$ cat src/rtl/ahb_filter_pkg.sv
// ahb_filter_pkg: shared types and constants for the AHB address filter.
//   HTRANS_* / HRESP_*  AHB-lite encodings
//   region_t            one address window {base, limit, en}; fields are held
//                       at REG_AW bits so any ADDR_WIDTH up to 64 fits
//   state_t             error-response FSM states
//   owner_t             who answers the current data phase
package ahb_filter_pkg;

  localparam int REG_AW = 64;

  localparam logic [1:0] HTRANS_IDLE   = 2'b00;
  localparam logic [1:0] HTRANS_BUSY   = 2'b01;
  localparam logic [1:0] HTRANS_NONSEQ = 2'b10;
  localparam logic [1:0] HTRANS_SEQ    = 2'b11;

  localparam logic [1:0] HRESP_OKAY  = 2'b00;
  localparam logic [1:0] HRESP_ERROR = 2'b01;

  typedef struct packed {
    logic [REG_AW-1:0] base;
    logic [REG_AW-1:0] limit;
    logic              en;
  } region_t;

  typedef enum logic [1:0] {ST_IDLE, ST_ERR1, ST_ERR2} state_t;
  typedef enum logic [1:0] {OWN_NONE, OWN_DS, OWN_FLT} owner_t;

endpackage

$ cat src/rtl/ahb_region_match.sv
// ahb_region_match: combinational permission check for one address phase.
//   regions  programmed window table
//   haddr    address-phase address
//   hsize    transfer size (bytes = 2^hsize)
//   allow    1 = address inside an enabled window and size-aligned
module ahb_region_match
  import ahb_filter_pkg::*;
#(
  parameter int ADDR_WIDTH  = 32,
  parameter int NUM_REGIONS = 4
) (
  input  region_t [NUM_REGIONS-1:0] regions,
  input  logic    [ADDR_WIDTH-1:0]  haddr,
  input  logic    [2:0]             hsize,
  output logic                      allow
);

  logic [REG_AW-1:0]      addr_x;
  logic [NUM_REGIONS-1:0] hit;
  logic [6:0]             amask;
  logic                   aligned;

  assign addr_x = REG_AW'(haddr);

  // Inclusive window; base > limit can never satisfy both compares.
  for (genvar r = 0; r < NUM_REGIONS; r++) begin : g_rgn
    assign hit[r] = regions[r].en &&
                    (regions[r].base <= addr_x) && (addr_x <= regions[r].limit);
  end

  // Low hsize bits must be zero (hsize up to 7 -> 128-byte transfers).
  assign amask   = ~(7'h7F << hsize);
  assign aligned = ~|(haddr[6:0] & amask);

  assign allow = (|hit) && aligned;

endmodule

$ cat src/rtl/ahb_addr_filter.sv
// ahb_addr_filter: AHB-lite address filter between a master and one slave.
//   hclk/hresetn          clock, async active-low reset
//   hsel..hwdata, hready  upstream request
//   hreadyout/hresp/hrdata  response to the master
//   m_*                   downstream request / response (m_hready = hreadyout)
//   cfg_*                 region-table write port
//   blk_cnt/addr/valid    blocked-transfer log
// Allowed transfers pass through combinationally. Blocked ones are replaced by
// IDLE downstream and answered locally with the two-cycle ERROR response.
module ahb_addr_filter
  import ahb_filter_pkg::*;
#(
  parameter int ADDR_WIDTH  = 32,
  parameter int DATA_WIDTH  = 32,
  parameter int NUM_REGIONS = 4,
  parameter int CNT_WIDTH   = 16,
  localparam int IDX_W      = (NUM_REGIONS > 1) ? $clog2(NUM_REGIONS) : 1
) (
  input  logic                  hclk,
  input  logic                  hresetn,
  input  logic                  hsel,
  input  logic [1:0]            htrans,
  input  logic [2:0]            hburst,
  input  logic [2:0]            hsize,
  input  logic                  hwrite,
  input  logic [ADDR_WIDTH-1:0] haddr,
  input  logic [DATA_WIDTH-1:0] hwdata,
  input  logic                  hready,
  output logic                  hreadyout,
  output logic [1:0]            hresp,
  output logic [DATA_WIDTH-1:0] hrdata,
  output logic                  m_hsel,
  output logic [1:0]            m_htrans,
  output logic [2:0]            m_hburst,
  output logic [2:0]            m_hsize,
  output logic                  m_hwrite,
  output logic [ADDR_WIDTH-1:0] m_haddr,
  output logic [DATA_WIDTH-1:0] m_hwdata,
  output logic                  m_hready,
  input  logic                  m_hreadyout,
  input  logic [1:0]            m_hresp,
  input  logic [DATA_WIDTH-1:0] m_hrdata,
  input  logic                  cfg_we,
  input  logic [IDX_W-1:0]      cfg_idx,
  input  logic [ADDR_WIDTH-1:0] cfg_base,
  input  logic [ADDR_WIDTH-1:0] cfg_limit,
  input  logic                  cfg_en,
  output logic [CNT_WIDTH-1:0]  blk_cnt,
  output logic [ADDR_WIDTH-1:0] blk_addr,
  output logic                  blk_valid
);

  region_t [NUM_REGIONS-1:0] regions;
  state_t                    state;
  owner_t                    owner;
  logic                      ds_burst;   // current burst is owned by the slave
  logic                      f_ready;
  logic [1:0]                f_resp;
  logic                      allow, addr_ph, busy_in, fwd, blk, busy_fwd;

  ahb_region_match #(
    .ADDR_WIDTH (ADDR_WIDTH),
    .NUM_REGIONS(NUM_REGIONS)
  ) u_match (
    .regions(regions),
    .haddr  (haddr),
    .hsize  (hsize),
    .allow  (allow)
  );

  assign addr_ph  = hsel && hready && (htrans == HTRANS_NONSEQ || htrans == HTRANS_SEQ);
  assign busy_in  = hsel && (htrans == HTRANS_BUSY);
  assign fwd      = addr_ph && allow;
  assign blk      = addr_ph && !allow;
  assign busy_fwd = busy_in && ds_burst;

  // Downstream request: only select/trans are gated, the rest follow upstream.
  assign m_hsel   = fwd || busy_fwd;
  assign m_htrans = fwd ? htrans : (busy_fwd ? HTRANS_BUSY : HTRANS_IDLE);
  assign m_hburst = hburst;
  assign m_hsize  = hsize;
  assign m_hwrite = hwrite;
  assign m_haddr  = haddr;
  assign m_hwdata = hwdata;

  // Response mux: slave owns its data phases, the FSM owns everything else.
  assign hreadyout = (owner == OWN_DS) ? m_hreadyout : f_ready;
  assign hresp     = (owner == OWN_DS) ? m_hresp     : f_resp;
  assign hrdata    = (owner == OWN_DS) ? m_hrdata    : '0;
  assign m_hready  = hreadyout;

  // Region table; a write lands at the edge, so that edge's sample sees the
  // old contents. Out-of-range indices match no r and are dropped.
  always_ff @(posedge hclk or negedge hresetn) begin
    if (!hresetn) begin
      regions <= '0;
    end else begin
      for (int r = 0; r < NUM_REGIONS; r++) begin
        if (cfg_we && cfg_idx == IDX_W'(r))
          regions[r] <= '{base: REG_AW'(cfg_base), limit: REG_AW'(cfg_limit), en: cfg_en};
      end
    end
  end

  // Data-phase owner and burst owner (BUSY keeps the burst owner).
  always_ff @(posedge hclk or negedge hresetn) begin
    if (!hresetn) begin
      owner    <= OWN_NONE;
      ds_burst <= 1'b0;
    end else if (hready) begin
      owner <= fwd ? OWN_DS : (blk ? OWN_FLT : OWN_NONE);
      if (addr_ph)      ds_burst <= allow;
      else if (!busy_in) ds_burst <= 1'b0;
    end
  end

  // Two-cycle ERROR response with registered outputs.
  always_ff @(posedge hclk or negedge hresetn) begin
    if (!hresetn) begin
      state   <= ST_IDLE;
      f_ready <= 1'b1;
      f_resp  <= HRESP_OKAY;
    end else begin
      case (state)
        ST_ERR1: begin
          state   <= ST_ERR2;
          f_ready <= 1'b1;
          f_resp  <= HRESP_ERROR;
        end
        default: begin  // ST_IDLE, ST_ERR2: ERR2 samples the next phase too
          if (blk) begin
            state   <= ST_ERR1;
            f_ready <= 1'b0;
            f_resp  <= HRESP_ERROR;
          end else begin
            state   <= ST_IDLE;
            f_ready <= 1'b1;
            f_resp  <= HRESP_OKAY;
          end
        end
      endcase
    end
  end

  // Blocked-transfer log.
  always_ff @(posedge hclk or negedge hresetn) begin
    if (!hresetn) begin
      blk_cnt   <= '0;
      blk_addr  <= '0;
      blk_valid <= 1'b0;
    end else if (blk) begin
      if (!(&blk_cnt)) blk_cnt <= blk_cnt + 1'b1;
      blk_addr  <= haddr;
      blk_valid <= 1'b1;
    end
  end

endmodule

$ cat config.mk
export PLATFORM = sky130hd
export DESIGN_NAME = ahb_addr_filter
export DESIGN_NICKNAME = d
export VERILOG_FILES = /design/src/rtl/ahb_filter_pkg.sv /design/src/rtl/ahb_region_match.sv /design/src/rtl/ahb_addr_filter.sv
export SDC_FILE = /design/constraint.sdc
export NUM_CORES = 1
export LEC_CHECK = 0
export CORE_UTILIZATION = 53
export CTS_BUF_LIST = sky130_fd_sc_hd__clkbuf_16
export DETAILED_ROUTE_END_ITERATION = 8
export HOLD_SLACK_MARGIN = 0.1
export PLACE_DENSITY = 0.8
export SLEW_MARGIN = 20
export SYNTH_ARGS = -nofsm -noshare
export SYNTH_HDL_FRONTEND = slang
export SYNTH_HIERARCHICAL = 1
export SYNTH_SLANG_ARGS = --single-unit
export TNS_END_PERCENT = 30
$ cat constraint.sdc
create_clock -name hclk -period 3.4 [get_ports hclk]
set_input_delay 0.34 -clock hclk [delete_from_list [all_inputs] [get_ports hclk]]
set_output_delay 0.34 -clock hclk [all_outputs]
set_load 0.005 [all_outputs]
==> qor.yml <==
outcome: "complete, but fails checks"
violations: "setup timing"
fin_hold_ws_ns: 0.318
crit_type: "flip-flop to primary output"
rows: 69
grt_util_met3_pct: 6.07
edf_count: 0
syn-cell-area_mm2: 0.0194
place_congestion: 0.958
fmax_mhz: 266
period_used_pct: 111
comb_power_share_pct: 29.9
mux_share_pct: 15.2
crit_slowest_cell: "dfrtp_1"
grtUsageTotal_pct: 32.1
power.internal_uw: 8540
largestPowerGroup: "registers"
wirelength_um: 61100
regMostFlops: "regions"
synth_cell_type_count: 62
pre_cts_slack_ns: -1.27
grt_pass1_wl_um: 93500
synth.logic.top_family: "adder cells"
setup_ws_ns: -0.362
powerClk_uw: 3810
ys_cells: 1826
numCtsBuffers: 36
clockBufferDepth: 3
grt_antenna_before_repair: 0
yosys.area_share.xor_xnor_pct: 0.495
drv_slew: 0
rsz0062_at_grt: "yes"
synth_area_per_cell_um2: 10.7
vias: 16500
sw_frac_of_total_pct: 31.2
grt_max_degree: 97
min_period_ns: 3.76
lay_top_count: "dfrtp_1"
power.share.sequential_pct: 39.4
synth_warnings: 6
comb_share_pct: 44.6
reg_top3: "regions: 260 flops, blk_addr: 32 flops, blk_cnt: 16 flops"
register_area_mm2: 0.00791
cts-root-buf: "clkbuf_16"
power_switching_uw: 3880
top_area_cell: "dfrtp_1"
finalSetupViolCount: 45
ys_ff: 316
place_inst: 2854
portBuffers: 266
fin_skew_ns: 0.0120
wl_met2_um: 29800
worstMarginPinSlew_ns: 0.830
comb-power_uw: 3720
tns_ns: -8.32
worstSetupEndpoint: "m_htrans[0]"
ff2ff_path_depth: 15
grt_use_met1_pct: 40.1
min_delay_path_depth: 4
seq_share_pct: 30.3
die_w_um: 194
antenna-diode-count: 1
clkbuf_count: 37
cp_top_family: "AND-OR/OR-AND gates"
tap_cells: 461
core_mm2: 0.0358
post-route-util_pct: 72.8
drtPass1Iterations: 5
drive_above_1_share_pct: 24.1
cp_num_cells: 13
syn_to_final_growth_pct: 34.2
clock_latency_ns: 0.53
dr_wl_met3_um: 4400
r2r_end: "blk_cnt[13]"
seq-power_uw: 4900
ys_seq_share_pct: 40.7
warning_count: 28
cts_sinks: 316
clk_pin_slew_worst_paths_ns: 0.06
final_hold_viol_count: 0
cp-end-kind: "primary output"
busiest_layer: "met2"
grt_overflow: 0
path_buffers: 2
hpwl_um: 45900
grt_pass1_vias: 17000
wl_met1_um: 24800
synthTopCellsByCount: "dfrtp_1, mux2_2, ha_1"
post_cts_resized: 136
inv_count: 175
logic_area_mm2: 0.0116
p_clk_share_pct: 30.6
p_per_area_mw_per_mm2: 476
floorplan.core_util_pct: 54.3
r2r-start: "regions[333]"
min_to: "blk_addr[0]"
start_kind: "flip-flop"
drv_cap: 0
buffers: 444
cp.required_ns: 3.06
total_power_uw: 12400
nonClkBufAreaFrac_pct: 16.0
highest_layer: "met4"
post_cts_buffers: 13
cts_tree: "done"
hold_start: "haddr[0]"
dieArea_mm2: 0.0375
ys_sh_aoi_pct: 6.90
hold_buffers: 1
synth.top_cell.area_share_pct: 40.5
die_h_um: 194
p_leak_uw: 0.0128
final_cell_area_mm2: 0.0261
place_area_mm2: 0.0242
lay_top_cells: "dfrtp_1, mux2_2, conb_1, ha_1, clkdlybuf4s50_1"
async_reset_ff_share_pct: 100
drc_errors: 0
synthSimpleGateAreaFrac_pct: 12.8
area_dominant_class: "logic gates"
hold_class: "primary input to flip-flop"
nets: 2886
ys_area_mm2: 0.0194
irDropWorstVdd_mv: 0.373
ant_nets: 0
wl_per_cell_um: 20.8
drt_iter0_drc: 1120
fillers: 2519
postSynthCellCount: 1826
arrival_ns: 3.42
comb_cells: 1476
cp_max_fo: 2
Fig. 1: met2 routing
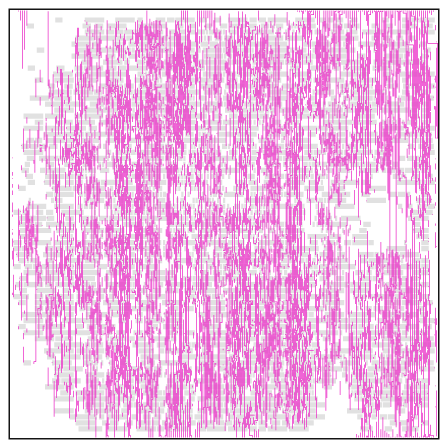
nets with wire on the layer: 2,589
main direction: vertical
wire length on this layer: 29.8 mm
longest straight run: 89.1 um
share of all routed wire: 49%

Fig. 2: metal layers overlaid
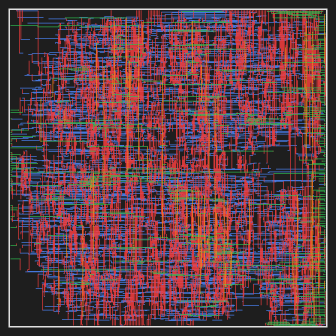
[M3] green | wire length: 4,400 um
[M2] red | wire length: 29.8 mm
[M1] blue | wire length: 24.8 mm
[M4] orange | wire length: 2,080 um

